===== src/rtl/digit_scan_counter_pkg.sv =====
// Shared constants and helpers for the BCD digit-scan counter.
package digit_scan_counter_pkg;

    localparam int          DIGIT_W     = 4;
    localparam logic [3:0]  DIGIT_BLANK = 4'hF;
    localparam logic [3:0]  BCD_MAX     = 4'd9;

    typedef logic [DIGIT_W-1:0] bcd_t;

    // Non-decimal codes collapse to 0 so the count always stays valid BCD.
    function automatic bcd_t bcd_sat(input bcd_t nib);
        return (nib > BCD_MAX) ? bcd_t'(0) : nib;
    endfunction

endpackage


===== src/rtl/digit_scan_counter_if.sv =====
// Control inputs and display/count outputs of the digit-scan counter.
interface digit_scan_counter_if
    import digit_scan_counter_pkg::*;
#(
    parameter int DIGITS = 4
);
    logic                      en;
    logic                      up;
    logic                      clr;
    logic                      load;
    logic [DIGIT_W*DIGITS-1:0] load_val;
    logic [DIGIT_W-1:0]        digit;
    logic [DIGITS-1:0]         sel;
    logic                      carry;
    logic [DIGIT_W*DIGITS-1:0] value;

    modport master (
        output en, up, clr, load, load_val,
        input  digit, sel, carry, value
    );

    modport slave (
        input  en, up, clr, load, load_val,
        output digit, sel, carry, value
    );
endinterface


===== src/rtl/digit_scan_counter_bcd_decade.sv =====
// One BCD decade: clear, saturating load, and ripple increment/decrement.
module bcd_decade
    import digit_scan_counter_pkg::*;
(
    input  logic         clk,
    input  logic         rst_n,
    input  logic         inc,
    input  logic         dec,
    input  logic         ld,
    input  logic         clr,
    input  bcd_t         ld_val,
    input  logic         ci,
    output logic         co,
    output bcd_t         q
);
    bcd_t q_q, q_d;

    // Carry/borrow out only when this decade actually wraps.
    assign co = ci && ((inc && q_q == BCD_MAX) || (dec && q_q == bcd_t'(0)));
    assign q  = q_q;

    always_comb begin
        // NOTE: default assignment first so no latch is inferred on idle paths.
        q_d = q_q;
        if (clr) begin
            q_d = '0;
        end else if (ld) begin
            q_d = bcd_sat(ld_val);
        end else if (ci && inc) begin
            q_d = (q_q == BCD_MAX) ? bcd_t'(0) : q_q + bcd_t'(1);
        end else if (ci && dec) begin
            q_d = (q_q == bcd_t'(0)) ? BCD_MAX : q_q - bcd_t'(1);
        end
    end

    // NOTE: non-blocking assignment so every decade samples the same pre-edge state.
    always_ff @(posedge clk) begin
        if (!rst_n) q_q <= '0;
        else        q_q <= q_d;
    end
endmodule


===== src/rtl/digit_scan_counter.sv =====
// Four-decade BCD up/down counter with registered digit-scan outputs
// feeding a downstream BCD-to-7-segment decoder.
module digit_scan_counter
    import digit_scan_counter_pkg::*;
#(
    parameter int DIGITS   = 4,
    parameter int TICK_DIV = 50_000_000,
    parameter int SCAN_DIV = 50_000,
    parameter int BLANK_LZ = 1
) (
    input  logic                 clk,
    input  logic                 rst_n,
    digit_scan_counter_if.slave  bus
);
    localparam int PW = (TICK_DIV > 1) ? $clog2(TICK_DIV) : 1;
    localparam int SW = (SCAN_DIV > 1) ? $clog2(SCAN_DIV) : 1;
    localparam int IW = $clog2(DIGITS);

    logic [PW-1:0]             pcnt_q, pcnt_d;
    logic [SW-1:0]             scnt_q, scnt_d;
    logic [IW-1:0]             idx_q, idx_d;
    logic [DIGITS-1:0]         sel_q, sel_d;
    bcd_t                      digit_q, digit_d;
    logic                      carry_q;
    logic [DIGIT_W*DIGITS-1:0] value_w;
    logic [DIGITS:0]           chain;
    logic                      tick, count_step, scan_tc, upper_zero;

    assign tick       = bus.en && (pcnt_q == PW'(TICK_DIV - 1));
    // A tick that collides with clr or load is dropped entirely.
    assign count_step = tick && !bus.clr && !bus.load;
    assign scan_tc    = (scnt_q == SW'(SCAN_DIV - 1));
    assign chain[0]   = 1'b1;

    for (genvar g = 0; g < DIGITS; g++) begin : g_decade
        bcd_decade u_decade (
            .clk    (clk),
            .rst_n  (rst_n),
            .inc    (count_step && bus.up),
            .dec    (count_step && !bus.up),
            .ld     (bus.load),
            .clr    (bus.clr),
            .ld_val (bus.load_val[g*DIGIT_W +: DIGIT_W]),
            .ci     (chain[g]),
            .co     (chain[g+1]),
            .q      (value_w[g*DIGIT_W +: DIGIT_W])
        );
    end

    always_comb begin
        pcnt_d = pcnt_q;
        if (bus.clr)     pcnt_d = '0;
        else if (tick)   pcnt_d = '0;
        else if (bus.en) pcnt_d = pcnt_q + PW'(1);

        scnt_d = scan_tc ? '0 : scnt_q + SW'(1);
        idx_d  = idx_q;
        if (scan_tc) idx_d = (idx_q == IW'(DIGITS - 1)) ? '0 : idx_q + IW'(1);

        sel_d = '0;
        sel_d[idx_q] = 1'b1;
    end

    // Blank when the current decade and everything above it are zero.
    always_comb begin
        upper_zero = 1'b1;
        for (int i = 0; i < DIGITS; i++) begin
            if (i >= int'(idx_q) && value_w[i*DIGIT_W +: DIGIT_W] != bcd_t'(0))
                upper_zero = 1'b0;
        end
        digit_d = value_w[idx_q*DIGIT_W +: DIGIT_W];
        if (BLANK_LZ != 0 && idx_q != '0 && upper_zero) digit_d = DIGIT_BLANK;
    end

    always_ff @(posedge clk) begin
        if (!rst_n) begin
            pcnt_q  <= '0;
            scnt_q  <= '0;
            idx_q   <= '0;
            sel_q   <= DIGITS'(1);
            digit_q <= '0;
            carry_q <= 1'b0;
        end else begin
            pcnt_q  <= pcnt_d;
            scnt_q  <= scnt_d;
            idx_q   <= idx_d;
            sel_q   <= sel_d;
            digit_q <= digit_d;
            carry_q <= chain[DIGITS];
        end
    end

    assign bus.value = value_w;
    assign bus.sel   = sel_q;
    assign bus.digit = digit_q;
    assign bus.carry = carry_q;
endmodule


===== src/flat_wrapper.sv =====
// flat-port wrapper written by rule: the top's interface ports become plain ports
module digit_scan_counter_flat import digit_scan_counter_pkg::*;
#(
    parameter int DIGITS   = 4,
    parameter int TICK_DIV = 50_000_000,
    parameter int SCAN_DIV = 50_000,
    parameter int BLANK_LZ = 1
)
  (clk, rst_n, bus_en, bus_up, bus_clr, bus_load, bus_load_val, bus_digit, bus_sel, bus_carry, bus_value);
  digit_scan_counter_if #(.DIGITS(DIGITS)) bus_i ();
  input  logic clk;
  input  logic rst_n;
  input wire logic [$bits(bus_i.en)-1:0] bus_en;
  input wire logic [$bits(bus_i.up)-1:0] bus_up;
  input wire logic [$bits(bus_i.clr)-1:0] bus_clr;
  input wire logic [$bits(bus_i.load)-1:0] bus_load;
  input wire logic [$bits(bus_i.load_val)-1:0] bus_load_val;
  output wire logic [$bits(bus_i.digit)-1:0] bus_digit;
  output wire logic [$bits(bus_i.sel)-1:0] bus_sel;
  output wire logic [$bits(bus_i.carry)-1:0] bus_carry;
  output wire logic [$bits(bus_i.value)-1:0] bus_value;
  assign bus_i.en = bus_en;
  assign bus_i.up = bus_up;
  assign bus_i.clr = bus_clr;
  assign bus_i.load = bus_load;
  assign bus_i.load_val = bus_load_val;
  assign bus_digit = bus_i.digit;
  assign bus_sel = bus_i.sel;
  assign bus_carry = bus_i.carry;
  assign bus_value = bus_i.value;
  digit_scan_counter #(.DIGITS(DIGITS), .TICK_DIV(TICK_DIV), .SCAN_DIV(SCAN_DIV), .BLANK_LZ(BLANK_LZ)) u_core (.clk(clk), .rst_n(rst_n), .bus(bus_i));
endmodule

===== config.mk =====
export PLATFORM = sky130hd
export DESIGN_NAME = digit_scan_counter_flat
export DESIGN_NICKNAME = d
export VERILOG_FILES = /design/src/rtl/digit_scan_counter_pkg.sv /design/src/rtl/digit_scan_counter_if.sv /design/src/rtl/digit_scan_counter_bcd_decade.sv /design/src/rtl/digit_scan_counter.sv /design/src/flat_wrapper.sv
export SDC_FILE = /design/constraint.sdc
export NUM_CORES = 1
export LEC_CHECK = 0
export CAP_MARGIN = 30
export CORE_UTILIZATION = 52
export DETAILED_ROUTE_END_ITERATION = 7
export GPL_ROUTABILITY_DRIVEN = 0
export PLACE_DENSITY = 0.75
export SLEW_MARGIN = 20
export SYNTH_ARGS = -nofsm -noshare
export SYNTH_HDL_FRONTEND = slang
export SYNTH_HIERARCHICAL = 1
export SYNTH_SLANG_ARGS = --single-unit

===== constraint.sdc =====
create_clock -name clk -period 9.1 [get_ports clk]
set_input_delay 2.275 -clock clk [delete_from_list [all_inputs] [get_ports clk]]
set_output_delay 2.275 -clock clk [all_outputs]
set_load 0.02 [all_outputs]

==> run_1/clock_map.png <==
The bar under the picture is 20 µm long.
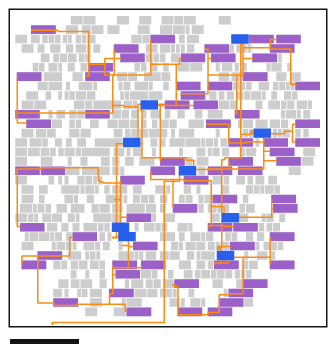
[orange] clock wires | length: 944 µm
[purple] flip-flops | count: 69
[blue] cells driving clock nets | count: 9
routed clock nets: 10
clock skew: 0.0113 ns
Power Clock: 0.224 mW
Latency at later pin: 0.35 ns
Clock power frac: 37.9%

==> run_1/final_clocks.png <==
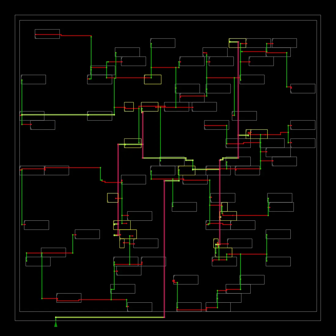
cts bufs inserted: 9
# clk buffers: 13
registers: 69

==> run_1/met3.png <==
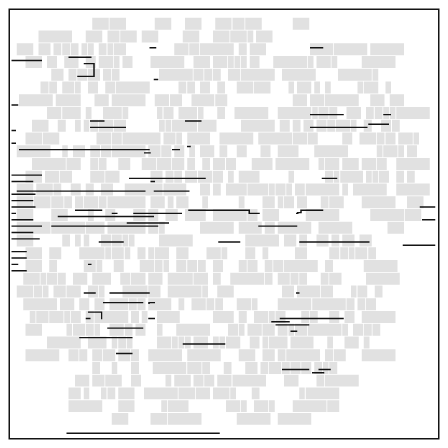
longest straight run: 32.4 µm
main direction: horizontal
nets with wire on the layer: 55
share of all routed wire: 4.9%
GR Util met3: 3.43%
via count: 3,822
WL final: 9450 µm

==> reports/metrics.cfg, run 1 <==
[sta]
worst_hold_slack_ns=0.470
worstMarginPinSlew_ns=0.693
setup_viol=0
tns_ns=0

[pwr]
pwr-share-comb_pct=8.7
power_leader=registers
power_mw=0.592
power_frac_seq_pct=53.3

[cts]
cts.path.max_buffers=2
cts_resized=0

[placed_design]
port_buffers=46

[route]
final_antenna_net_count=0
drtIter0Drc=188
dr_wl_met3_um=463

[logic_synthesis]
synth_top_cell_by_area=dfxtp_1
top_cell_area_share_pct=33.3
ys_cells=502
ys_seq_share_pct=33.3
ys_async_sr_fraction_pct=0
syn_inst=502
synth_adder_area_share_pct=2.11
yosys_register_bits=69
netlist_top_cells_count=dfxtp_1 (69), nor2_1 (46), a21oi_1 (39)

[worst_hold_path]
hold_end=u_core/scnt_q[0]$_SDFF_PP0_
min_path_type=register to register

[worst_setup_path]
cp_cell_sequence=clkdlybuf4s50_1, nand3_1, nor4_1, nand3_1, nor4b_2, buf_4, and3_1, a31oi_1, nor4b_1, nor4b_1, nor4b_1, o21ai_0, a2111oi_2, a21oi_1
arrival_ns=7.36
crit_top_cell=nor4b_1
cp_max_fo=24
worstPathRequired_ns=9.34
critPathCaptureType=register
r2r-start=u_core/pcnt_q[6]$_SDFFE_PP0P_
cp_top_family=simple AND/OR/NAND/NOR gates

[run_status]
status=finished clean

[final_layout]
area_growth_pct=15.2
buffer_area_share_pct=10.1
comb_share_pct=53.0
antenna_cells=0
fin_util_pct=61.9
nNonClkInverters=23
largest_cell_class=logic gates
clock_area_share_pct=3.56

[global_route]
grt_usage_pct=23.7
grt_max_degree=47
antenna_found_initial=0
globalRouteMet1Util_pct=30.3
grt_overflow_total=0

[floorplanning]
placementRows=32
core_mm2=0.00773

[flow_run]
warnings=30

==> inputs of run 2 (changes only) <==
==> constraint.sdc (replaced) <==
create_clock -name clk -period 6.9 [get_ports clk]
set_input_delay 1.725 -clock clk [delete_from_list [all_inputs] [get_ports clk]]
set_output_delay 1.725 -clock clk [all_outputs]
set_load 0.02 [all_outputs]
==> run_2/clock_map.png <==
The bar under the picture is 20 µm long.
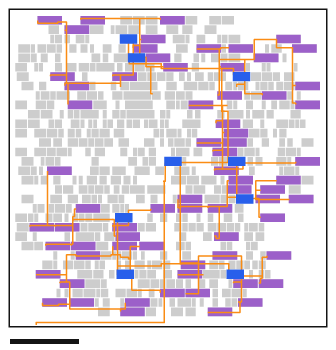
[blue] cells driving clock nets | count: 9
[orange] clock wires | length: 900 µm
[purple] flip-flops | count: 69
flops lie: widely spread
Power Clock: 0.300 mW
clock skew: 0.0110 ns

==> run_2/met3.png <==
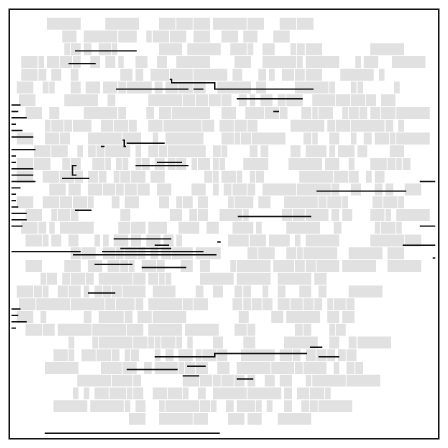
share of all routed wire: 4.6%
wire length on this layer: 430 µm
nets with wire on the layer: 53

==> run 2 against run 1 <==
Utilization grew 0.19 points; total power rose by 33%; critical endpoint unchanged; final cell count stayed put; critical path depth shrank 1.
==> reports/metrics.cfg, run 2 <==
[worst_hold_path]
hold_end=u_core/scnt_q[0]$_SDFF_PP0_

[logic_synthesis]
netlist_top_cells_count=dfxtp_1 (69), nor2_1 (46), a21oi_1 (39)
top_cell_area_share_pct=33.3  ; unchanged

[global_route]
globalRouteMet1Util_pct=31.6  ; +1.3 points
grt_usage_pct=23.3  ; -0.33 points
antenna_found_initial=0  ; unchanged

[placed_design]
port_buffers=46  ; unchanged

[run_status]
status=finished clean

[final_layout]
flops=69  ; unchanged
fin_util_pct=62.1  ; +0.19 points
nNonClkInverters=23  ; unchanged
antenna_cells=0  ; unchanged
comb_share_pct=53.0  ; about the same
clock_area_share_pct=3.73  ; +0.17 points
area_growth_pct=15.6
buffer_area_share_pct=10.1  ; -0.032 points

[floorplanning]
core_mm2=0.00773  ; unchanged
placementRows=32  ; unchanged

[pwr]
power_mw=0.785  ; +33%
p_clk_share_pct=38.3  ; +0.4 points
power_frac_seq_pct=53.0  ; -0.3 points

[flow_run]
warnings=30  ; unchanged

[sta]
worstMarginPinSlew_ns=0.732  ; +0.0385 ns
tns_ns=0  ; unchanged

[worst_setup_path]
arrival_ns=6.46  ; -0.90 ns
cp_max_fo=7  ; -71%
cp_top_family=simple AND/OR/NAND/NOR gates
worstPathRequired_ns=7.13  ; -2.21 ns

[route]
vias=3797  ; -0.65%

No activity file was given, so power comes from the tool's default toggle rates.
